Design spi_master, sky130hd; sources not shown.
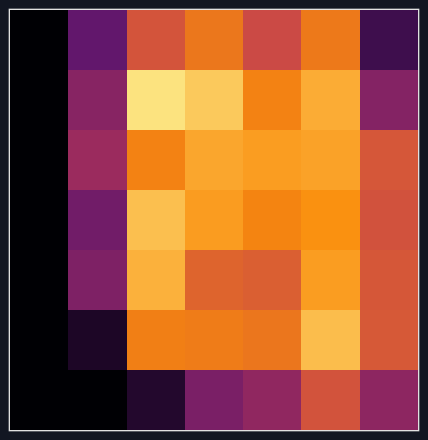
*Cell area per tile*
Drawn at 6 px/um. The die is cut into 7 by 7 equal tiles; black is low, pale yellow is high, 0 to 100% covered.
16% of the tiles are nearly empty. The emptiest ninth of the die: bottom left. The mean over all tiles is 50%. The fullest tile reaches 94%. 25% of the tiles are over 75% full.
Core Region: 4140 sq um
utilization after layout: 0.588

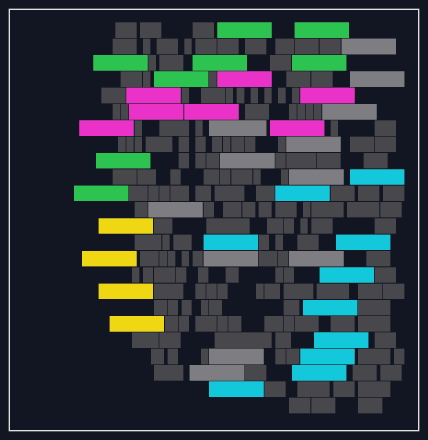
*Sequential cells colored by netlist name*
Drawn at 6 px/um.
Key: green = rd_data [placed flops 8]; cyan = sh_q [placed flops 10]; magenta = stage_q [placed flops 7, where top middle]; yellow = cnt_q [placed flops 4]
Another 12 sequential cells are not colored.
register area: 1030 sq um
fraction of area in registers: 0.422
total sequential power: 0.478 mW

==> out/metrics.cfg <==
[power]
netSwitchingFraction=0.381
max-vdd-ir-drop_mv=0.181
pg_clk_mw=0.187
top_power_group=combinational logic

[finish]
layout_top_cell=dfrtp_1

[grt]
antenna_found_initial=0
grt_pass1_wl_um=6510
busiest_layer=met2
first_global_vias=1437

[setup_path]
critPathLaunchType=register
critical-path-top-delay-family=simple AND/OR/NAND/NOR gates
slowest_delay_ns=0.84
worst_ep_required_time_ns=5.98
reg2reg_slack_ns=2.94

[sta]
fin_hold_ws_ns=0.399

[synth]
yosys_cells=187
ys_types=44
ys_seq_share=0.493

[run_status]
status=completed

[drt]
top_layer=met4
drt_iter0_drc=81

[die]
ios=28

==> kinds of logic (layout without fill, tap and decap cells) <==
kind of cell               count (synthesis)  count (layout)  synth area share
DFF                                       41              41             0.493
adders and majority gates                  1               1           0.00601
muxes                                     30              30             0.174
xor gates and xnor gates                   2               2           0.00841
AOI/OAI and AO/OA                         38              38             0.127
and+or+nand+nor                           56              56             0.142
buffers and inverters                     19              43            0.0487
==> final cells by class <==
cell class | instances | share of cell area
multi-input combinational | 127 | 0.392
timing repair buffer | 27 | 0.109
clock inverter | 1 | 0.00308
tap | 52 | 0.0267
sequential | 41 | 0.422
clock buffer | 7 | 0.0355
inverter | 8 | 0.0123
No activity file was given, so power comes from the tool's default toggle rates.
